### Ports around the boundary, run 1

The bar under the picture is 20 µm long. Pins as bars across the die edge, other pins in gray.
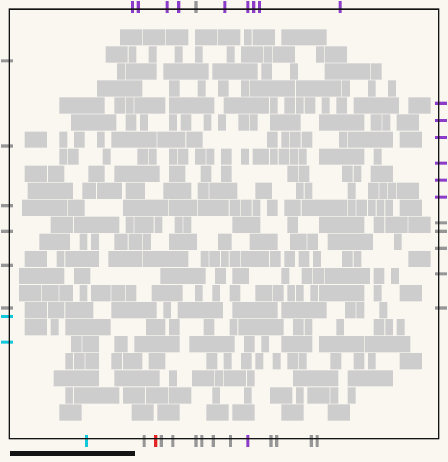
### Metal layers overlaid, run 1

The bar under the picture is 20 µm long.
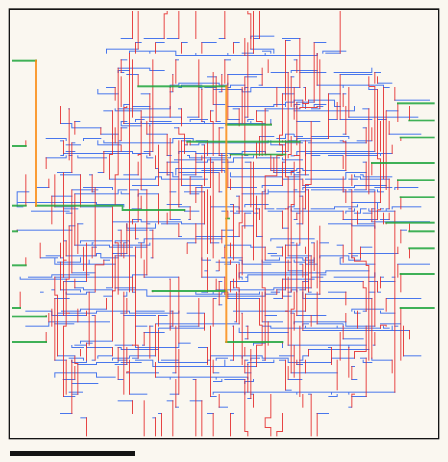
### The metal 3 layer, run 1

The bar under the picture is 20 µm long.
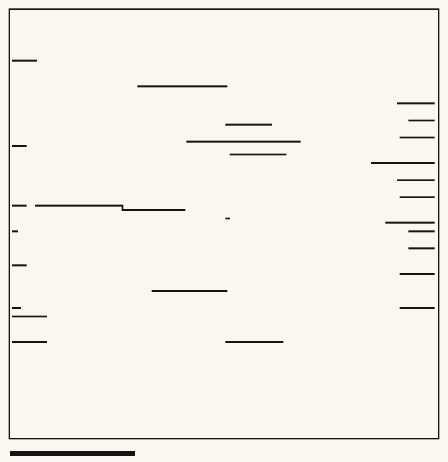
### Drive-strength map, run 1

The bar under the picture is 20 µm long.
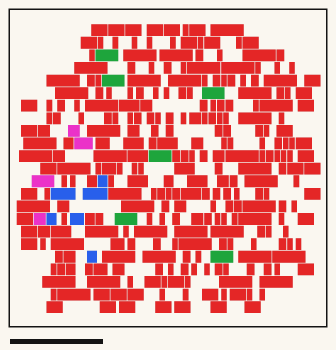
File: src/rtl/cmp_pkg.sv
// Shared types and constants for the sequential nibble-serial magnitude comparator.
package cmp_pkg;

  localparam int unsigned NIB_W     = 4;
  localparam int unsigned N_NIB_DEF = 4;

  typedef enum logic [1:0] {
    IDLE = 2'd0,
    CMP  = 2'd1,
    DONE = 2'd2
  } state_t;

  // One-hot-by-construction compare result: exactly one bit set after a run.
  typedef struct packed {
    logic e;
    logic g;
    logic l;
  } cmp_res_t;

endpackage

File: src/rtl/cmp_nibble.sv
// Combinational 4-bit unsigned magnitude compare of one nibble pair.
module cmp_nibble
  import cmp_pkg::*;
(
  input  logic [NIB_W-1:0] x,
  input  logic [NIB_W-1:0] y,
  output logic             eq,
  output logic             gt,
  output logic             lt
);

  assign eq = (x == y);
  assign gt = (x > y);
  assign lt = (x < y);

endmodule

File: src/rtl/mag_cmp_seq16.sv
// Sequential magnitude comparator: walks operand nibbles MSB-first through one
// shared nibble comparator and stops at the first differing nibble.
module mag_cmp_seq16
  import cmp_pkg::*;
#(
  parameter  int unsigned N_NIB  = N_NIB_DEF,
  localparam int unsigned OP_W   = NIB_W * N_NIB,
  localparam int unsigned IDX_W  = (N_NIB > 1) ? $clog2(N_NIB) : 1,
  localparam int unsigned NCMP_W = $clog2(N_NIB + 1)
) (
  input  logic              clk,
  input  logic              rst,
  input  logic              start,
  input  logic [OP_W-1:0]   a,
  input  logic [OP_W-1:0]   b,
  output logic              busy,
  output logic              done,
  output logic              e,
  output logic              g,
  output logic              l,
  output logic [NCMP_W-1:0] ncmp
);

  state_t              state_q, state_d;
  logic [OP_W-1:0]     a_q, a_d;
  logic [OP_W-1:0]     b_q, b_d;
  logic [IDX_W-1:0]    idx_q, idx_d;
  logic [NCMP_W-1:0]   ncmp_q, ncmp_d;
  cmp_res_t            res_q, res_d;
  logic                busy_q, busy_d;
  logic                done_q, done_d;

  logic [NIB_W-1:0]    nib_a, nib_b;
  logic                nib_eq, nib_gt, nib_lt;

  // Nibble mux feeding the single shared comparator.
  always_comb begin
    nib_a = '0;
    nib_b = '0;
    for (int unsigned i = 0; i < N_NIB; i++) begin
      if (idx_q == IDX_W'(i)) begin
        nib_a = a_q[i*NIB_W +: NIB_W];
        nib_b = b_q[i*NIB_W +: NIB_W];
      end
    end
  end

  cmp_nibble u_cmp_nibble (
    .x  (nib_a),
    .y  (nib_b),
    .eq (nib_eq),
    .gt (nib_gt),
    .lt (nib_lt)
  );

  // Next-state and next-output logic.
  always_comb begin
    state_d = state_q;
    a_d     = a_q;
    b_d     = b_q;
    idx_d   = idx_q;
    ncmp_d  = ncmp_q;
    res_d   = res_q;

    unique case (state_q)
      IDLE: begin
        if (start) begin
          a_d     = a;
          b_d     = b;
          idx_d   = IDX_W'(N_NIB - 1);
          ncmp_d  = '0;
          res_d   = '0;
          state_d = CMP;
        end
      end
      CMP: begin
        ncmp_d = ncmp_q + NCMP_W'(1);
        if (!nib_eq) begin
          res_d.g = nib_gt;
          res_d.l = nib_lt;
          state_d = DONE;
        end else if (idx_q == '0) begin
          res_d.e = 1'b1;
          state_d = DONE;
        end else begin
          idx_d = idx_q - IDX_W'(1);
        end
      end
      DONE: begin
        state_d = IDLE;
      end
      default: begin
        state_d = IDLE;
      end
    endcase

    busy_d = (state_d != IDLE);
    done_d = (state_d == DONE);
  end

  // State and registered outputs.
  always_ff @(posedge clk) begin
    if (rst) begin
      state_q <= IDLE;
      a_q     <= '0;
      b_q     <= '0;
      idx_q   <= '0;
      ncmp_q  <= '0;
      res_q   <= '0;
      busy_q  <= 1'b0;
      done_q  <= 1'b0;
    end else begin
      state_q <= state_d;
      a_q     <= a_d;
      b_q     <= b_d;
      idx_q   <= idx_d;
      ncmp_q  <= ncmp_d;
      res_q   <= res_d;
      busy_q  <= busy_d;
      done_q  <= done_d;
    end
  end

  assign busy = busy_q;
  assign done = done_q;
  assign e    = res_q.e;
  assign g    = res_q.g;
  assign l    = res_q.l;
  assign ncmp = ncmp_q;

endmodule
File: config.mk
export PLATFORM = sky130hd
export DESIGN_NAME = mag_cmp_seq16
export DESIGN_NICKNAME = d
export VERILOG_FILES = /design/src/rtl/cmp_pkg.sv /design/src/rtl/cmp_nibble.sv /design/src/rtl/mag_cmp_seq16.sv
export SDC_FILE = /design/constraint.sdc
export NUM_CORES = 1
export LEC_CHECK = 0
export CORE_UTILIZATION = 46
export CTS_CLUSTER_SIZE = 28
export DETAILED_ROUTE_END_ITERATION = 16
export PLACE_DENSITY = 0.73
export SLEW_MARGIN = 20
export SYNTH_ARGS = -nofsm -noshare
export SYNTH_HDL_FRONTEND = slang
export SYNTH_SLANG_ARGS = --single-unit
File: constraint.sdc
create_clock -name clk -period 3.1 [get_ports clk]
set_input_delay 0.31 -clock clk [delete_from_list [all_inputs] [get_ports clk]]
set_output_delay 0.31 -clock clk [all_outputs]
set_load 0.02 [all_outputs]
==> results.cfg, run 1 <==
; physical design summary
[power]
powerSeq_w = 0.000686
comb_power_w = 0.000512
power.density_cell_area_nw_per_um2 = 621.6
pg_clk_w = 0.000361
net-switching-power_w = 0.0005248

[clock_network]
clk_transition_reported_paths_ps = 80
numCtsBuffers = 5
ctsLongestPathBuffers = 2

[synth]
average_size_of_a_mapped_cell_um2 = 7.772
synthFlopType = sky130_fd_sc_hd__dfxtp_1
synth.lib_cells_used.distinct = 32
syn-cell-area_um2 = 2021
ys_seq_frac = 0.4359
synth.cells.most_frequent = sky130_fd_sc_hd__nand2_1, sky130_fd_sc_hd__a21oi_1, sky130_fd_sc_hd__dfxtp_1
netlist_instances = 260
mappedNetlistNets = 304
enable_flop_cells = 0
synth-async-reset-ratio = 0
synth_top_area_share = 0.4359

[cells_and_area]
mostFrequentLayoutCell = sky130_fd_sc_hd__nand2_1
antenna_cells_inserted = 0
nFillCells = 396

[global_route]
groute.layer.met1.usage = 0.2417
grt_pass1_vias = 1592
grt_busiest_layer = met2
largest_net_degree_at_the_start_of_global_routing = 47
grt_overflow = 0

[timing]
final_min_period_over_clock_period = 0.8500
totalNegativeSetupSlack_ps = 0
finalHoldViolations = 0
worst_clock_skew_ps = 6.149

[worst_hold_path]
hold_path_end = b_q[13]
hold_path.class = reg -> reg
hp-start = b_q[13]

[detailed_routing]
firstDrtPassIters = 4
wire_length_on_met3_um = 177
route.met2.wl_um = 1923

[critical_path]
cp-start-kind = flop
worst-path-stages = 10
reg2reg_depth = 10
worst_ep_arrival_time_ps = 2830
worst_setup_ep_type = flop
r2r_setup_slack_ps = 470
critical_path.cell_chain = ha_1 -> nand3b_1 -> a21oi_1 -> a21oi_1 -> o21ai_0 -> ha_1 -> nand4_1 -> nor2_2 -> inv_1 -> a2111oi_2

[floorplan]
initial_core_util = 0.4910
row_count = 23
die_area_um2 = 4662

[status]
result_of_the_run = completed
-- 'Ports around the boundary' (at the start) --
| color | port | pins | direction | edge |
|---|---|---|---|---|
| red | `busy` | 1 | output | bottom |
| purple | `b` | 16 | input | 9 top, 6 right, 1 bottom |
| cyan | `ncmp` | 3 | output | 2 left, 1 bottom |
all pins by edge: 14 bottom, 11 right, 10 top, 8 left
width of the die: 68.28 µm
die outline height: 68.28 µm

-- 'Metal layers overlaid' (at the start) --
| color | layer | wire length |
|---|---|---|
| blue | M1 | 1930 µm |
| orange | M4 | 63.9 µm |
| green | M3 | 177 µm |
| red | M2 | 1920 µm |
total detailed-routing wirelength: 4092 µm
post-DR wirelength/cell: 11.90 µm
global-route total usage across every layer: 0.1962

-- 'The metal 3 layer' (at the start) --
longest straight run: 17.9 µm
main direction: horizontal
nets with wire on the layer: 22
share of all routed wire: 4.3%
met3 track utilization from global routing: 0.05500
via total after detailed routing: 1781

-- 'Drive-strength map' (at the start) --
| color | size | cells | share | most used |
|---|---|---|---|---|
| magenta | x3 and x4 | 4 | 1.4% | buf_4 |
| blue | x2 | 6 | 2.0% | or2_2 |
| red | x1 and smaller | 278 | 95% | nand2_1 |
| green | x6 and larger | 6 | 2.0% | clkbuf_8 |
post-route cell area: 2507 µm²
setup ws final: 465.0 ps
area delta synth->final: 24.09%

run 1: through the flow:
step,total power (W),setup slack (ps)
final,0.001559,465.0
after global routing,0.001663,149.7
after CTS,0.001575,459.5
after detailed placement,0.001215,484.5
after global placement,0.001202,612.0
after floorplan,0.001070,735.4
run 1: kinds of logic (layout without fill, tap and decap cells):
family	count (synthesis)	in the layout	synth area share
adder cells (fa/ha/maj)	9	9	0.05573
flip-flops	44	44	0.4359
AND-OR/OR-AND	74	74	0.2068
AND/OR/NAND/NOR	107	107	0.2365
buffers and inverters	26	60	0.06502
run 1: layout make-up:
class                           count  share of cell area
Multi-Input combinational cell    190              0.4022
Sequential cell                    44              0.3513
Tap cell                           50             0.02495
Clock buffer                        8             0.03593
Timing Repair Buffer               44              0.1737
Inverter                            8             0.01198
==> run 1 -> run 2 <==
==> constraint.sdc (replaced) <==
create_clock -name clk -period 2.5 [get_ports clk]
set_input_delay 0.25 -clock clk [delete_from_list [all_inputs] [get_ports clk]]
set_output_delay 0.25 -clock clk [all_outputs]
set_load 0.02 [all_outputs]
### Drive-strength map, run 2

The bar under the picture is 20 µm long.
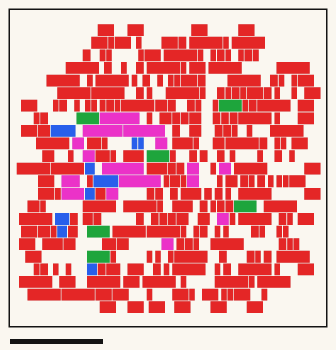
| color | size | cells | share | most used |
|---|---|---|---|---|
| green | x6 and larger | 6 | 2.0% | clkbuf_8 |
| blue | x2 | 9 | 3.0% | or2_2 |
| red | x1 and smaller | 270 | 90% | nand2_1 |
| magenta | x3 and x4 | 16 | 5.3% | buf_4 |
area delta synth->final: 28.92%
Repair and plain buffers: 51
post-route cell area: 2605 µm²

==> run 2 against run 1 <==
  * Clock skew is 0.64 ps lower
  * Synthesized cell count stayed put
  * Utilization is 2.4 points higher
  * Critical endpoint is now l
  * First-iteration DRC count is 6.9% higher
  * Count of clock-buffer cells in the layout stayed put
  * Critical path type unchanged
  * Routed wire length is 9.3% higher
  * Design area is 3.9% higher
  * Sequential power is 26% higher
  * Sequential cell count stayed put
  * Via count is 2.0% higher
==> results.cfg, run 2 <==
; physical design summary
[status]
result_of_the_run = completed

[critical_path]
worst_ep_arrival_time_ps = 2560
reg2reg_depth = 12
cp-start-kind = flop
worst-path-stages = 12

[detailed_routing]
wire_length_on_met3_um = 167
firstDrtPassIters = 4
route.met2.wl_um = 2166
route.final.wire_length_um = 4474
wl_per_cell_um = 12.75

[place]
post-place-ws_ps = -109.4

[synth]
synth.lib_cells_used.distinct = 32
yosys-mux-area-fraction = 0
synth.cells.most_frequent = sky130_fd_sc_hd__nand2_1, sky130_fd_sc_hd__a21oi_1, sky130_fd_sc_hd__dfxtp_1
dominant_kind_of_combinational_cell = simple AND/OR/NAND/NOR gates
mappedNetlistNets = 304
synth_adder_area_share = 0.05573
synth-async-reset-ratio = 0
aoi_share = 0.2068
average_size_of_a_mapped_cell_um2 = 7.772
netlist_instances = 260

[floorplan]
die_area_um2 = 4662
die_x_um = 68.28
row_count = 23
floorplan.die.height_um = 68.28

[timing]
setup_ws_final_ps = 171.7
final_min_period_over_clock_period = 0.9313
worst_clock_skew_ps = 5.510

[cells_and_area]
mostFrequentLayoutCell = sky130_fd_sc_hd__nand2_1
nFillCells = 378

[clock_network]
clk_transition_reported_paths_ps = 70
numCtsBuffers = 5

[power]
net-switching-power_w = 0.0006897
totalPowerFinal_w = 0.002052

[global_route]
groute.layer.met1.usage = 0.2437
largest_net_degree_at_the_start_of_global_routing = 34
### Ports around the boundary, run 2

The bar under the picture is 20 µm long. Pins as bars across the die edge, other pins in gray.
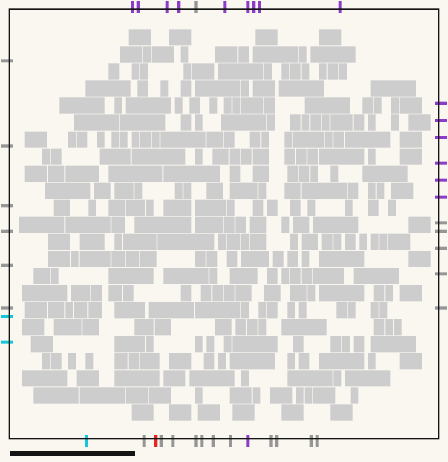
| color | port | pins | direction | edge |
|---|---|---|---|---|
| red | `busy` | 1 | output | bottom |
| purple | `b` | 16 | input | 9 top, 6 right, 1 bottom |
| cyan | `ncmp` | 3 | output | 2 left, 1 bottom |
all pins by edge: 14 bottom, 11 right, 10 top, 8 left
count of input and output buffers: 42

## run 2: area by class of cell
| type | count | area share |
|---|---|---|
| well taps | 50 | 0.02402 |
| repair buffers | 51 | 0.1873 |
| clock buffers | 8 | 0.03458 |
| flip-flops and latches | 44 | 0.3410 |
| multi-input cells | 190 | 0.4015 |
| inverters | 8 | 0.01153 |
## run 2: power groups by stage
| stage | combinational, W | clock, W | sequential, W |
|---|---|---|---|
| after detailed placement | 0.000650 | 0 | 0.000867 |
| after CTS | 0.000661 | 0.000459 | 0.000852 |
| after global placement | 0.000641 | 0 | 0.000865 |
| after global routing | 0.000815 | 0.000488 | 0.000872 |
| after floorplan | 0.000458 | 0 | 0.000870 |
| final | 0.000742 | 0.000448 | 0.000862 |
==> run 2 -> run 3 <==
--- a/config.mk
+++ b/config.mk
@@ -6,7 +6,8 @@
 export NUM_CORES = 1
 export LEC_CHECK = 0
 export CORE_UTILIZATION = 46
-export CTS_CLUSTER_SIZE = 28
+export CTS_BUF_LIST = sky130_fd_sc_hd__clkbuf_8
+export CTS_CLUSTER_SIZE = 24
 export DETAILED_ROUTE_END_ITERATION = 16
 export PLACE_DENSITY = 0.73
 export SLEW_MARGIN = 20
### Drive-strength map, run 3

The bar under the picture is 20 µm long.
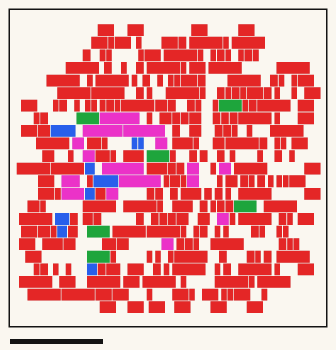
| color | size | cells | share | most used |
|---|---|---|---|---|
| magenta | x3 and x4 | 16 | 5.3% | buf_4 |
| red | x1 and smaller | 270 | 90% | nand2_1 |
| blue | x2 | 9 | 3.0% | or2_2 |
| green | x6 and larger | 6 | 2.0% | clkbuf_8 |
setup ws final: 169.3 ps

==> run 3 against run 2 <==
  * Routed wire length increased by 0.31%
  * Maximum frequency decreased by 0.10%
  * Non-clock buffer count unchanged
  * Combinational power about the same
  * Register-to-register slack about the same
  * Largest power group unchanged
==> results.cfg, run 3 <==
; physical design summary
[status]
result_of_the_run = completed

[critical_path]
r2r_setup_slack_ps = 170
critical_path.cell_chain = inv_2 -> ha_4 -> buf_4 -> nand2_1 -> a21oi_1 -> a21oi_1 -> o21ai_0 -> ha_1 -> nand4_1 -> nand2_1 -> or2_2 -> o21ai_1
reg2reg_depth = 12

[floorplan]
initial_core_util = 0.4910
row_count = 23
die_x_um = 68.28
die_area_um2 = 4662
floorplan.die.height_um = 68.28

[cells_and_area]
post-route-cell-area_um2 = 2605
largest_cell_class = logic gates
area_delta_synth_final_pct = 28.92
non_clock_buffer_count = 51
area_share_nonclk_buffers = 0.1873
layout.comb_gates.multi_input = 190
area.share.combinational = 0.4015
inverters = 8
mostFrequentLayoutCell = sky130_fd_sc_hd__nand2_1

[timing]
final_min_period_over_clock_period = 0.9323
worst_clock_skew_ps = 5.362
finalHoldViolations = 0

[place]
io_buffer_count = 42

[synth]
ys_sh_simple = 0.2365
netlist_instances = 260
syn-cell-area_um2 = 2021
synth.lib_cells_used.distinct = 32
yosys-mux-area-fraction = 0
mappedNetlistNets = 304
xor_share = 0
synth_top_area_share = 0.4359
enable_flop_cells = 0
aoi_share = 0.2068
synth-async-reset-ratio = 0

[worst_hold_path]
hold_path.class = reg -> reg

[detailed_routing]
route.met2.wl_um = 2164
num_vias = 1817

[global_route]
grt_overflow = 0
grt_busiest_layer = met2
globalRouteMet3Util = 0.04500
largest_net_degree_at_the_start_of_global_routing = 34

[power]
comb_power_w = 0.000743
net-switching-power_w = 0.0006913
power_top_consumer = registers
powerSeq_w = 0.000862
pg_clk_w = 0.000441

[clock_network]
clk_transition_reported_paths_ps = 70
### Placement view, run 3

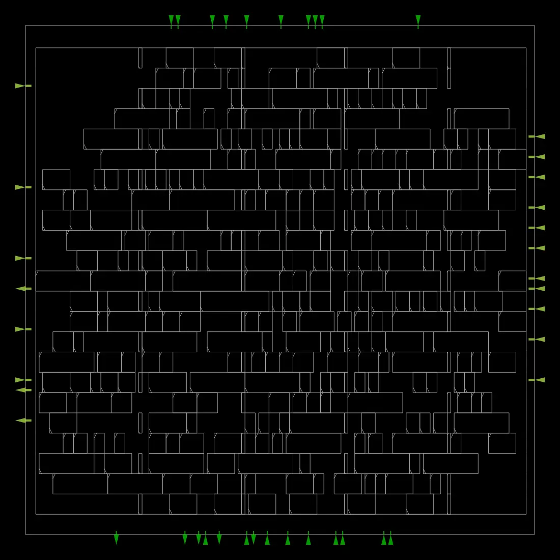
share of the final layout cell area in sequential cells: 0.3410
final core area utilization: 0.6330
flip-flop and latch count: 44
final standard cell count with taps included and fillers excluded: 351
Well Taps: 50

run 3: cell types whose count changed in the layout (fill, tap and decap cells not counted), sizes merged:
cell | before | now
inv | 8 | 10
clkbuf | 8 | 6
run 3: worst min-delay path by stage:
| stage | startpoint | end | slack [ps] | cells after the start |
|---|---|---|---|---|
| floorplan | a[0] | a_q[0] | 390 | 2 |
| global route | a_q[4] | a_q[4] | 480 | 2 |
| CTS | b_q[9] | b_q[9] | 460 | 2 |
| detailed placement | b_q[9] | b_q[9] | 450 | 2 |
| finish | b_q[9] | b_q[9] | 460 | 2 |
| global placement | b_q[9] | b_q[9] | 450 | 2 |
run 3: stage by stage:
stage,hold WS [ps],power [W]
after global placement,445.8,0.001506
after CTS,460.5,0.001964
final,457.4,0.002046
after floorplan,386.0,0.001327
after global routing,480.1,0.002167
after detailed placement,450.3,0.001517
Power figures rest on the tool's default switching activity, not on a simulated workload.
